--- config.mk ---
export PLATFORM = sky130hd
export DESIGN_NAME = fpu_ctrl
export DESIGN_NICKNAME = d
export VERILOG_FILES = /design/src/rtl/fpu_ctrl.sv
export SDC_FILE = /design/constraint.sdc
export NUM_CORES = 1
export LEC_CHECK = 0
export CAP_MARGIN = 20
export CELL_PAD_IN_SITES_DETAIL_PLACEMENT = 1
export CELL_PAD_IN_SITES_GLOBAL_PLACEMENT = 2
export CORE_MARGIN = 5
export CORE_UTILIZATION = 24
export DETAILED_ROUTE_END_ITERATION = 7
export GPL_ROUTABILITY_DRIVEN = 0
export GPL_TIMING_DRIVEN = 1
export PLACE_DENSITY_LB_ADDON = 0.1
export SYNTH_ARGS = -nofsm -noshare
export SYNTH_HDL_FRONTEND = slang
export SYNTH_SLANG_ARGS = --single-unit
--- constraint.sdc ---
create_clock -name clk -period 1.9 [get_ports clk]
set_input_delay 0.285 -clock clk [delete_from_list [all_inputs] [get_ports clk]]
set_output_delay 0.285 -clock clk [all_outputs]
set_load 0.01 [all_outputs]
--- src/rtl/fpu_ctrl.sv ---
// Sequencing controller for a multi-cycle FPU: issues one op, times it, returns the result.
// Define FPU_DIV_SQRT_EN to execute FDIV/FSQRT; otherwise those codes complete as illegal.
//
// state  | meaning
// -------+-----------------------------------------------------------
// S_IDLE | waiting for start; an accepted start latches op and operands
// S_EXEC | unit busy; cnt counts down to the final execution cycle
// S_DONE | one-cycle done pulse; result and illegal are valid
module fpu_ctrl #(
  parameter int LAT_ADD  = 2,
  parameter int LAT_MUL  = 2,
  parameter int LAT_DIV  = 10,
  parameter int LAT_SQRT = 10,
  parameter int LAT_CVT  = 1,
  parameter int LAT_CMP  = 1
) (
  input  logic        clk,
  input  logic        rstn,
  input  logic        start,
  input  logic [3:0]  fpucontrol,
  input  logic        fpusrca,
  input  logic        mode,
  input  logic [31:0] fsrca,
  input  logic [31:0] isrca,
  input  logic [31:0] fsrcb,
  output logic [3:0]  unit_op,
  output logic [31:0] unit_a,
  output logic [31:0] unit_b,
  output logic        unit_mode,
  input  logic [31:0] unit_result,
  output logic        stall,
  output logic        done,
  output logic [31:0] result,
  output logic        illegal
);

  localparam logic [1:0] S_IDLE = 2'd0;
  localparam logic [1:0] S_EXEC = 2'd1;
  localparam logic [1:0] S_DONE = 2'd2;

  localparam logic [3:0] CNT_ADD  = 4'(LAT_ADD - 1);
  localparam logic [3:0] CNT_MUL  = 4'(LAT_MUL - 1);
  localparam logic [3:0] CNT_DIV  = 4'(LAT_DIV - 1);
  localparam logic [3:0] CNT_SQRT = 4'(LAT_SQRT - 1);
  localparam logic [3:0] CNT_CVT  = 4'(LAT_CVT - 1);
  localparam logic [3:0] CNT_CMP  = 4'(LAT_CMP - 1);

  logic [1:0]  state_q,   state_d;
  logic [3:0]  cnt_q,     cnt_d;
  logic [3:0]  op_q,      op_d;
  logic [31:0] a_q,       a_d;
  logic [31:0] b_q,       b_d;
  logic        mode_q,    mode_d;
  logic [31:0] result_q,  result_d;
  logic        illegal_q, illegal_d;

  function automatic logic op_legal(input logic [3:0] op);
    logic ok;
    case (op)
      4'b0000, 4'b0001, 4'b0010,
      4'b0101, 4'b0110, 4'b0111,
      4'b1000, 4'b1001:           ok = 1'b1;
`ifdef FPU_DIV_SQRT_EN
      4'b0011, 4'b0100:           ok = 1'b1;
`else
      4'b0011, 4'b0100:           ok = 1'b0;
`endif
      default:                    ok = 1'b0;
    endcase
    return ok;
  endfunction

  // Initial countdown value; unsupported ops spend a single cycle in EXEC.
  function automatic logic [3:0] op_cnt(input logic [3:0] op);
    logic [3:0] c;
    case (op)
      4'b0000, 4'b0001:           c = CNT_ADD;
      4'b0010:                    c = CNT_MUL;
`ifdef FPU_DIV_SQRT_EN
      4'b0011:                    c = CNT_DIV;
      4'b0100:                    c = CNT_SQRT;
`else
      4'b0011, 4'b0100:           c = 4'd0;
`endif
      4'b0101, 4'b1001:           c = CNT_CVT;
      4'b0110, 4'b0111, 4'b1000:  c = CNT_CMP;
      default:                    c = 4'd0;
    endcase
    return c;
  endfunction

  always_comb begin
    state_d   = state_q;
    cnt_d     = cnt_q;
    op_d      = op_q;
    a_d       = a_q;
    b_d       = b_q;
    mode_d    = mode_q;
    result_d  = result_q;
    illegal_d = illegal_q;
    stall     = 1'b0;

    case (state_q)
      S_IDLE: begin
        if (start) begin
          stall   = 1'b1;
          op_d    = fpucontrol;
          a_d     = fpusrca ? isrca : fsrca;
          b_d     = fsrcb;
          mode_d  = mode;
          cnt_d   = op_cnt(fpucontrol);
          state_d = S_EXEC;
        end
      end
      S_EXEC: begin
        stall = 1'b1;
        if (cnt_q == 4'd0) begin
          if (op_legal(op_q)) begin
            result_d  = unit_result;
            illegal_d = 1'b0;
          end else begin
            result_d  = 32'd0;
            illegal_d = 1'b1;
          end
          state_d = S_DONE;
        end else begin
          cnt_d = cnt_q - 4'd1;
        end
      end
      S_DONE: begin
        state_d = S_IDLE;
      end
      default: begin
        state_d = S_IDLE;
        cnt_d   = 4'd0;
      end
    endcase
  end

  always_ff @(posedge clk or negedge rstn) begin
    if (!rstn) begin
      state_q   <= S_IDLE;
      cnt_q     <= 4'd0;
      op_q      <= 4'd0;
      a_q       <= 32'd0;
      b_q       <= 32'd0;
      mode_q    <= 1'b0;
      result_q  <= 32'd0;
      illegal_q <= 1'b0;
    end else begin
      state_q   <= state_d;
      cnt_q     <= cnt_d;
      op_q      <= op_d;
      a_q       <= a_d;
      b_q       <= b_d;
      mode_q    <= mode_d;
      result_q  <= result_d;
      illegal_q <= illegal_d;
    end
  end

  assign done      = (state_q == S_DONE);
  assign unit_op   = op_q;
  assign unit_a    = a_q;
  assign unit_b    = b_q;
  assign unit_mode = mode_q;
  assign result    = result_q;
  assign illegal   = illegal_q;

endmodule

### Metal 2, run 1

Scale: 3 px per um.
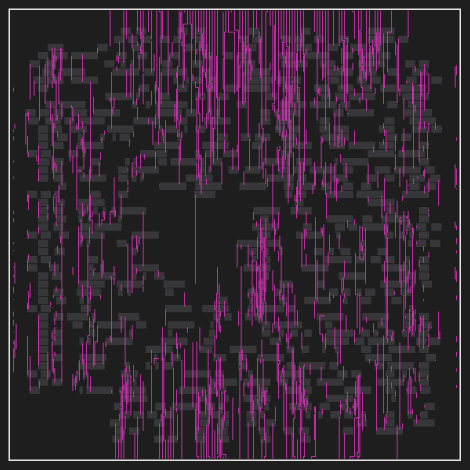
The layer carries 7,230 um of wire. The longest straight run is 59.8 um.

### The metal 3 layer, run 1

Scale: 3 px per um.
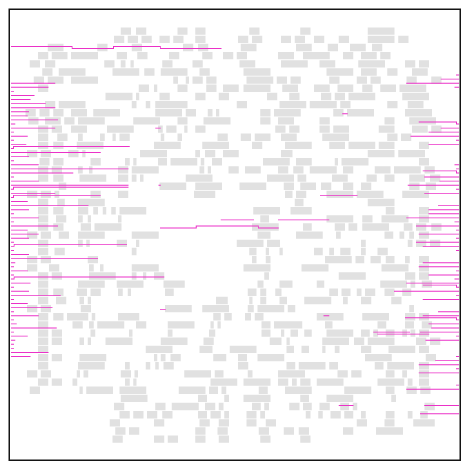
The wires run mostly horizontal. The longest straight run is 49.9 um. The layer holds 9.4% of the routed length.

### Pin map, run 1

Scale: 3 px per um. Pins as bars across the die edge, other pins in gray.
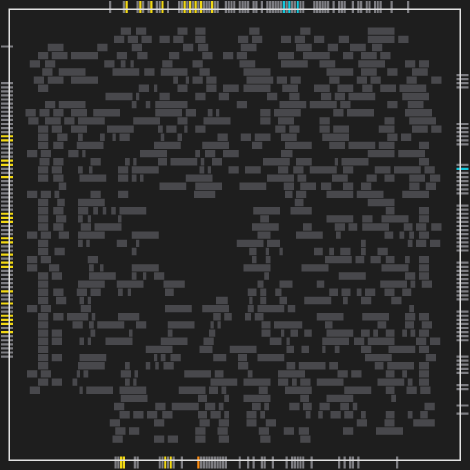
Key: isrca = yellow [pins 32, direction input, edge 19 west, 9 north, 4 south]; start = orange [pins 1, direction input, edge south]; fpucontrol = cyan [pins 4, direction input, edge 3 north, 1 east]
All pins by edge: 72 north, 69 west, 57 east, 43 south.

==> flow_metrics.py, run 1 <==
# Flow results
metrics = {
    "run_status": {
        "status": "finished, violations left",
        "violated_checks": "hold timing",
    },
    "critical_path": {
        "critical_path.startpoint": "cnt_q[0]",
        "reg2regPathDepth": 7,
        "critical_path.max_fanout": 15,
        "crit-reg2reg-capture": "result[3]",
        "worst_path_top_cell_family_by_delay": "buffers and inverters",
        "path_class": "flop to flop",
        "path_cells": "inv_1 -> ha_1 -> nor3b_2 -> buf_4 -> buf_4 -> nand3_1 -> o2bb2ai_1",
        "max_stage_delay_ns": 0.43,
    },
    "global_route": {
        "initial_antenna_violation_count": 0,
        "global_route.overflow_total": 0,
        "grt_max_degree": 109,
    },
    "synth": {
        "ys_dominant_reg_cell": "sky130_fd_sc_hd__dfrtp_1",
        "syn-mean-instance-area_sq_um": 12.8,
        "synth_cell_types": 28,
        "topCombFamilyByArea": "multiplexers",
        "post_synthesis_share_of_cell_area_spent_on_full_adders_half_adders_and_majority_gates": 0.00533,
        "yosys.area_share.simple": 0.0797,
        "netlist_area_sq_um": 4690,
    },
    "timing": {
        "finalHoldViolCount": 5,
        "setup-violations-final": 0,
        "hold_slack_ns": -0.0122,
        "clock_skew_ns": 0.00641,
        "final_max_slew_viol_count": 0,
    },
    "clock_tree": {
        "clock_latency_ns": 0.34,
        "clk_path_buf_depth": 2,
        "cts.sinks": 108,
        "ctsHtreeMaxLevel": 3,
    },
    "power_and_ir_drop": {
        "power_leakage_uw": 0.00336,
        "pwr-share-comb": 0.521,
    },
    "drt": {
        "drcViolationCount": 0,
    },
    "place": {
        "io_buffer_count": 240,
        "placed_area_sq_um": 7460,
    },
    "floorplan": {
        "core-area_sq_um": 19300,
    },
    "final_layout": {
        "finalCoreUtilization": 0.401,
        "finish.instance_area_sq_um": 7750,
    },
}
[run 1: timing repair]
action                                  4_1_cts  5_1_grt
hold buffers                                  0        0
endpoints found under the setup margin        0        2
gates resized                                 0        3
[run 1: registers in the layout, indices dropped and copies added, names as in the netlist]
signal and count:
illegal 1, unit_a 32, unit_b 32, unit_op 4, state_q 2, result 32
cnt_q 4, unit_mode 1
[run 1: power groups by stage]
stage	clock, uW	combinational, uW	sequential (uW)
after floorplan	0	2670	4610
after global placement	0	6600	4160
after detailed placement	0	6710	4180
after CTS	1980	6720	4170
after global routing	2060	7070	4310
final	1880	6560	4150
[run 1: cells by family (layout without fill, tap and decap cells)]
logic type | Yosys count | in the layout
flops | 108 | 108
mux | 71 | 71
compound gates | 74 | 74
simple gates | 80 | 80
buf+inv | 33 | 275
fa+ha+maj | 2 | 2
[run 1: metal layers]
metal / part of all wire / up-vias / GRT usage / wire length (um)
li1: - / 1796 / - / -
met1: 0.41 / 1817 / 0.156 / 6160
met2: 0.48 / 141 / 0.213 / 7230
met3: 0.094 / 12 / 0.0497 / 1410
met4: 0.012 / 0 / 0.0398 / 184
met5: 0 / - / 0 / 0
[run 1: synth_stat cells (2+ instances only)]
library cell / count / area [sq um]
sky130_fd_sc_hd__o22ai_1: 2 / 12.5
sky130_fd_sc_hd__nand2_1: 33 / 124
sky130_fd_sc_hd__mux2_4: 36 / 541
sky130_fd_sc_hd__o21ai_0: 32 / 160
sky130_fd_sc_hd__buf_2: 8 / 40.0
sky130_fd_sc_hd__clkbuf_1: 16 / 60.1
sky130_fd_sc_hd__inv_1: 3 / 11.3
sky130_fd_sc_hd__buf_6: 6 / 67.6
sky130_fd_sc_hd__nand3_1: 32 / 160
sky130_fd_sc_hd__nor3_1: 3 / 15.0
sky130_fd_sc_hd__nor2b_1: 3 / 18.8
sky130_fd_sc_hd__ha_1: 2 / 25.0
sky130_fd_sc_hd__mux2_2: 2 / 22.5
sky130_fd_sc_hd__mux2i_1: 33 / 330
sky130_fd_sc_hd__dfrtp_1: 108 / 2700
sky130_fd_sc_hd__nor2_1: 3 / 11.3
sky130_fd_sc_hd__o2bb2ai_1: 34 / 298
sky130_fd_sc_hd__nand2b_1: 2 / 12.5
[run 1: layout make-up]
class	instances	area, sq um
Fill cell	2080	11600
Sequential cell	108	2700
Timing Repair Buffer	256	2590
Multi-Input combinational cell	227	1820
Tap cell	265	332
Clock buffer	11	233
Clock inverter	5	60.1
Inverter	3	11.3
[run 1: placed cells by master, fill, tap and decap left out, types with 3 or more instances in the layout]
master / n
sky130_fd_sc_hd__clkdlybuf4s50_1: 236
sky130_fd_sc_hd__buf_12: 6
sky130_fd_sc_hd__o2bb2ai_1: 34
sky130_fd_sc_hd__inv_1: 3
sky130_fd_sc_hd__nand3_1: 32
sky130_fd_sc_hd__mux2i_1: 33
sky130_fd_sc_hd__mux2_4: 36
sky130_fd_sc_hd__buf_4: 11
sky130_fd_sc_hd__dfrtp_1: 107
sky130_fd_sc_hd__nor3_1: 3
sky130_fd_sc_hd__nand2_1: 33
sky130_fd_sc_hd__nor2_1: 3
sky130_fd_sc_hd__clkbuf_16: 9
sky130_fd_sc_hd__o21ai_0: 32
==> inputs of run 2 (changes only) <==
--- a/config.mk
+++ b/config.mk
@@ -5,11 +5,12 @@
 export SDC_FILE = /design/constraint.sdc
 export NUM_CORES = 1
 export LEC_CHECK = 0
+export ABC_AREA = 1
 export CAP_MARGIN = 20
 export CELL_PAD_IN_SITES_DETAIL_PLACEMENT = 1
 export CELL_PAD_IN_SITES_GLOBAL_PLACEMENT = 2
 export CORE_MARGIN = 5
-export CORE_UTILIZATION = 24
+export CORE_UTILIZATION = 21
 export DETAILED_ROUTE_END_ITERATION = 7
 export GPL_ROUTABILITY_DRIVEN = 0
 export GPL_TIMING_DRIVEN = 1
### Metal 2, run 2

Scale: 3 px per um.
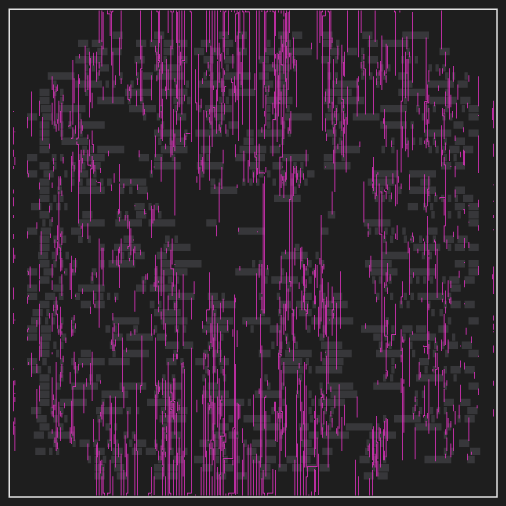
The layer carries 8,130 um of wire. The wires run mostly vertical. The layer holds 48% of the routed length. 814 nets have wire on it.

==> flow_metrics.py, run 2 <==
# Flow results
metrics = {
    "synth": {
        "top_area_cell": "sky130_fd_sc_hd__dfrtp_1",
        "netlist_top_cells_area": "sky130_fd_sc_hd__dfrtp_1, sky130_fd_sc_hd__nand2_1, sky130_fd_sc_hd__o21ai_0",
        "yosysTopAreaCellShare": 0.556,
        "synth.top_cells.by_count": "sky130_fd_sc_hd__nand2_1, sky130_fd_sc_hd__dfrtp_1, sky130_fd_sc_hd__inv_1",
        "syn-mean-instance-area_sq_um": 7.78,
        "ys_dominant_reg_cell": "sky130_fd_sc_hd__dfrtp_1",
        "synth.most_common_cell": "sky130_fd_sc_hd__nand2_1",
    },
    "final_layout": {
        "finish.instance_area_sq_um": 7860,
        "area.combinational_sq_um": 1680,
    },
    "critical_path": {
        "critical_path.max_fanout": 6,
        "worst_path_top_cell_family_by_delay": "flip-flops",
    },
    "clock_tree": {
        "clock_latency_ns": 0.35,
        "clk_path_buf_depth": 2,
        "cts.sinks": 108,
        "ctsHtreeMaxLevel": 3,
    },
    "global_route": {
        "busiest_metal_layer_after_global_routing": "met2",
        "globalRouteMet1Util": 0.154,
        "initial_antenna_violation_count": 0,
        "grtUsageMet2": 0.220,
    },
    "place": {
        "placed_area_sq_um": 7560,
    },
    "drt": {
        "drcViolationCount": 0,
    },
    "power_and_ir_drop": {
        "power_leakage_uw": 0.00388,
    },
    "run_status": {
        "status": "finished clean",
    },
    "timing": {
        "finalHoldViolCount": 0,
        "final_max_slew_viol_count": 0,
        "setup-violations-final": 0,
    },
    "floorplan": {
        "core-area_sq_um": 22700,
    },
}
run 2: cell count changes after synthesis, sizes merged, moves of 10 or more:
cell | before | now
nand3 | 32 | 4
clkbuf | 16 | 6
inv | 3 | 77
buf | 14 | 26
mux2i | 33 | 0
nand2 | 33 | 286
nor2 | 3 | 40
o21ai | 32 | 72
o2bb2ai | 34 | 0
mux2 | 38 | 0
run 2: per-stage QoR:
step / hold WS (ns) / util / cells / setup slack [ns] / power [uW]
floorplan: -0.0106 / - / 624 / 0.599 / 6600
global placement: 0.165 / 0.333 / 1127 / 0.0276 / 9690
detailed placement: 0.168 / 0.333 / 1127 / 0.0254 / 9840
CTS: 0.318 / 0.346 / 1144 / 0.140 / 11800
global route: 0.340 / 0.346 / 1144 / 0.0816 / 12500
finish: 0.328 / 0.346 / 1144 / 0.196 / 11500
run 2: worst register-to-register path, cell delays in order (launching register included):
cell                      delay (ns)
sky130_fd_sc_hd__dfrtp_1        0.35
sky130_fd_sc_hd__inv_1          0.10
sky130_fd_sc_hd__ha_1           0.24
sky130_fd_sc_hd__nand3_2        0.11
sky130_fd_sc_hd__buf_4          0.45
sky130_fd_sc_hd__nor2_1         0.12
sky130_fd_sc_hd__nand2_1        0.10
sky130_fd_sc_hd__nand2_1        0.05
run 2: final cells by class:
type / instances / share of cell area
inverters: 77 / 0.0368
repair buffers: 251 / 0.323
flip-flops and latches: 108 / 0.344
multi-input cells: 407 / 0.214
well taps: 285 / 0.0454
clock buffers: 12 / 0.0326
clock inverters: 4 / 0.00398
run 2: repair_timing:
action,in CTS,in global routing
endpoints found under the hold margin,12,0
setup endpoints to repair,2,0
hold buffers,1,0
gates resized,4,0
run 2: final timing paths:
path	end	start	cells after the start
min in group clk	unit_b[5]	fsrcb[5]	3
max	stall	state_q[1]	4
max reg2reg	result[2]	cnt_q[0]	7
min reg2reg	result[8]	result[8]	2
max in group asynchronous	result[29]	rstn	3
min	result[8]	rstn	2
run 2: kinds of logic (layout without fill, tap and decap cells):
logic type | count (synthesis) | after routing | share of synthesized area
XOR/XNOR | 1 | 1 | 0.00180
AND/OR/NAND/NOR | 331 | 331 | 0.261
adder cells (fa/ha/maj) | 2 | 2 | 0.00515
buffers and inverters | 109 | 344 | 0.100
flip-flops | 108 | 108 | 0.556
AND-OR/OR-AND | 73 | 73 | 0.0752
run 2: metal layers:
metal / vias to the layer above / wire, um / part of all wire
met3: 21 / 1600 / 0.093
li1: 2314 / - / -
met1: 2204 / 6990 / 0.41
met4: 0 / 388 / 0.023
met5: - / 0 / 0
met2: 149 / 8130 / 0.48
run 2: report_power, final:
part	leakage (uW)	internal [uW]	switching, uW	total (uW)
clock network	0.000144	975	902	1880
logic	0.00239	2760	2880	5640
registers	0.00135	3360	654	4020
total	0.00388	7100	4430	11500
==> inputs of run 3 (changes only) <==
--- a/config.mk
+++ b/config.mk
@@ -11,6 +11,7 @@
 export CELL_PAD_IN_SITES_GLOBAL_PLACEMENT = 2
 export CORE_MARGIN = 5
 export CORE_UTILIZATION = 21
+export CTS_CLUSTER_DIAMETER = 100
 export DETAILED_ROUTE_END_ITERATION = 7
 export GPL_ROUTABILITY_DRIVEN = 0
 export GPL_TIMING_DRIVEN = 1
### Track usage over the die, run 3

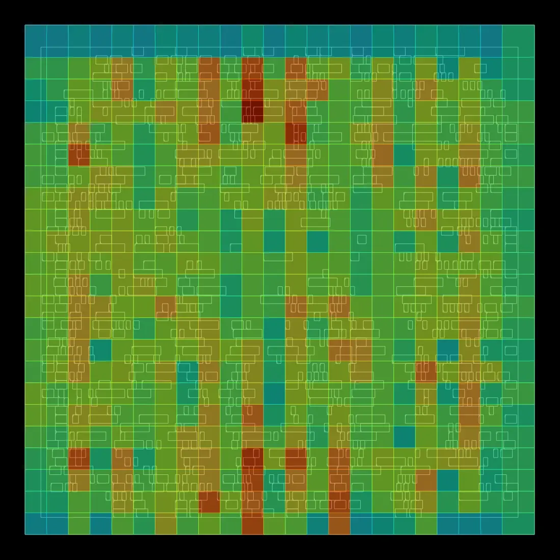
utilization after layout: 0.346
global routing usage summed across all routing layers: 0.132
met1 usage: 0.154
M3 GR Usage: 0.0535
routed wire length per instance: 14.9 um

==> flow_metrics.py, run 3 <==
# Flow results
metrics = {
    "run_status": {
        "status": "finished clean",
    },
    "power_and_ir_drop": {
        "power_switching_share": 0.384,
        "netSwitchingPower_uw": 4430,
        "design_power_total_uw": 11500,
        "seq_power_share": 0.348,
        "intPower_uw": 7100,
    },
    "global_route": {
        "busiest_metal_layer_after_global_routing": "met2",
        "grtUsageMet2": 0.220,
    },
    "synth": {
        "yosysTopAreaCellShare": 0.556,
        "netlist_top_cells_area": "sky130_fd_sc_hd__dfrtp_1, sky130_fd_sc_hd__nand2_1, sky130_fd_sc_hd__o21ai_0",
        "ys_dominant_reg_cell": "sky130_fd_sc_hd__dfrtp_1",
    },
    "critical_path": {
        "max_stage_delay_ns": 0.46,
        "worst_path_top_cell_family_by_delay": "flip-flops",
        "path_cells": "nor2_4 -> inv_1 -> nand2_1 -> dlygate4sd2_1",
        "critical_path.max_fanout": 6,
        "critical_path.startpoint": "state_q[1]",
    },
    "timing": {
        "clock_skew_ns": 0.0118,
        "finalHoldViolCount": 0,
        "final_max_slew_viol_count": 0,
    },
    "clock_tree": {
        "ctsHtreeMaxLevel": 3,
        "cts.sinks": 108,
        "clk_path_buf_depth": 2,
    },
    "final_layout": {
        "seq_area_sq_um": 2700,
        "fillers": 2660,
        "area.combinational_sq_um": 1680,
    },
}
run 3: cell counts after synthesis:
Identical to the previous run, type by type.
run 3: power groups by stage:
stage	Combinational [uW]	Sequential [uW]	Clock (uW)
floorplan	2180	4410	0
global placement	5670	4020	0
detailed placement	5800	4040	0
CTS	5810	4040	1970
global route	6300	4170	2070
finish	5640	4020	1880
run 3: worst min path at each step:
stage | depth (start not counted) | start | to
floorplan | 0 | rstn | cnt_q[0]
global placement | 1 | rstn | result[8]
detailed placement | 1 | rstn | result[8]
CTS | 2 | rstn | result[8]
global route | 2 | rstn | result[8]
finish | 2 | rstn | result[8]
run 3: metrics by stage:
stage | cells | hold WS (ns) | cell area, sq um | setup WS, ns
4_1_cts | 1144 | 0.318 | 7860 | 0.140
3_5_place_dp | 1127 | 0.168 | 7560 | 0.0254
3_3_place_gp | 1127 | 0.165 | 7560 | 0.0276
2_1_floorplan | 624 | -0.0106 | 4860 | 0.599
5_1_grt | 1144 | 0.340 | 7860 | 0.0816
6_report | 1144 | 0.328 | 7860 | 0.196
run 3: final cells by class:
class                   instances  area share
clock buffers                  12      0.0326
well taps                     285      0.0454
flip-flops and latches        108       0.344
clock inverters                 4     0.00398
repair buffers                251       0.323
multi-input cells             407       0.214
inverters                      77      0.0368
run 3: routing by layer:
metal  share of wire  vias up
li1                -     2314
met1            0.41     2204
met2            0.48      149
met3           0.093       21
met4           0.023        0
met5               0        -
run 3: repair_timing:
action | 4_1_cts | 5_1_grt
buffers inserted | 0 | 0
hold buffers | 1 | 0
endpoints found under the setup margin | 2 | 0
endpoints found under the hold margin | 12 | 0
resized | 4 | 0
run 3: worst register-to-register path, cell delays in order, from the launching register on:
cell and delay [ns]:
sky130_fd_sc_hd__dfrtp_1 0.35, sky130_fd_sc_hd__inv_1 0.10, sky130_fd_sc_hd__ha_1 0.24, sky130_fd_sc_hd__nand3_2 0.11, sky130_fd_sc_hd__buf_4 0.45, sky130_fd_sc_hd__nor2_1 0.12
sky130_fd_sc_hd__nand2_1 0.10, sky130_fd_sc_hd__nand2_1 0.05
run 3: cell families (layout without fill, tap and decap cells):
logic type      count (synthesis)  after routing  share of synthesized area
xor+xnor                        1              1                    0.00180
simple gates                  331            331                      0.261
compound gates                 73             73                     0.0752
buf+inv                       109            344                      0.100
fa+ha+maj                       2              2                    0.00515
flops                         108            108                      0.556

==> screenshots <==
Wiring heat map.
(a)
Scale: 2 px per um. 30 x 30 tiles, from dark blue (low) to red (high), scaled to the fullest tile. Values are wire area over tile area, all layers added.
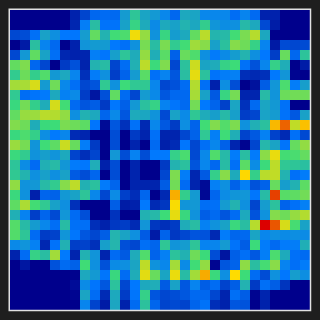
(b)
Scale: 2 px per um. 32 x 32 tiles, from dark blue (low) to red (high), scaled to the fullest tile. Values are wire area over tile area, all layers added.
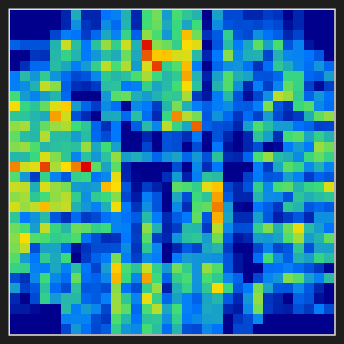
For run 1, see (a).
For run 3, see (b).
Of these, largest die: (b)

No activity file was given, so power comes from the tool's default toggle rates.
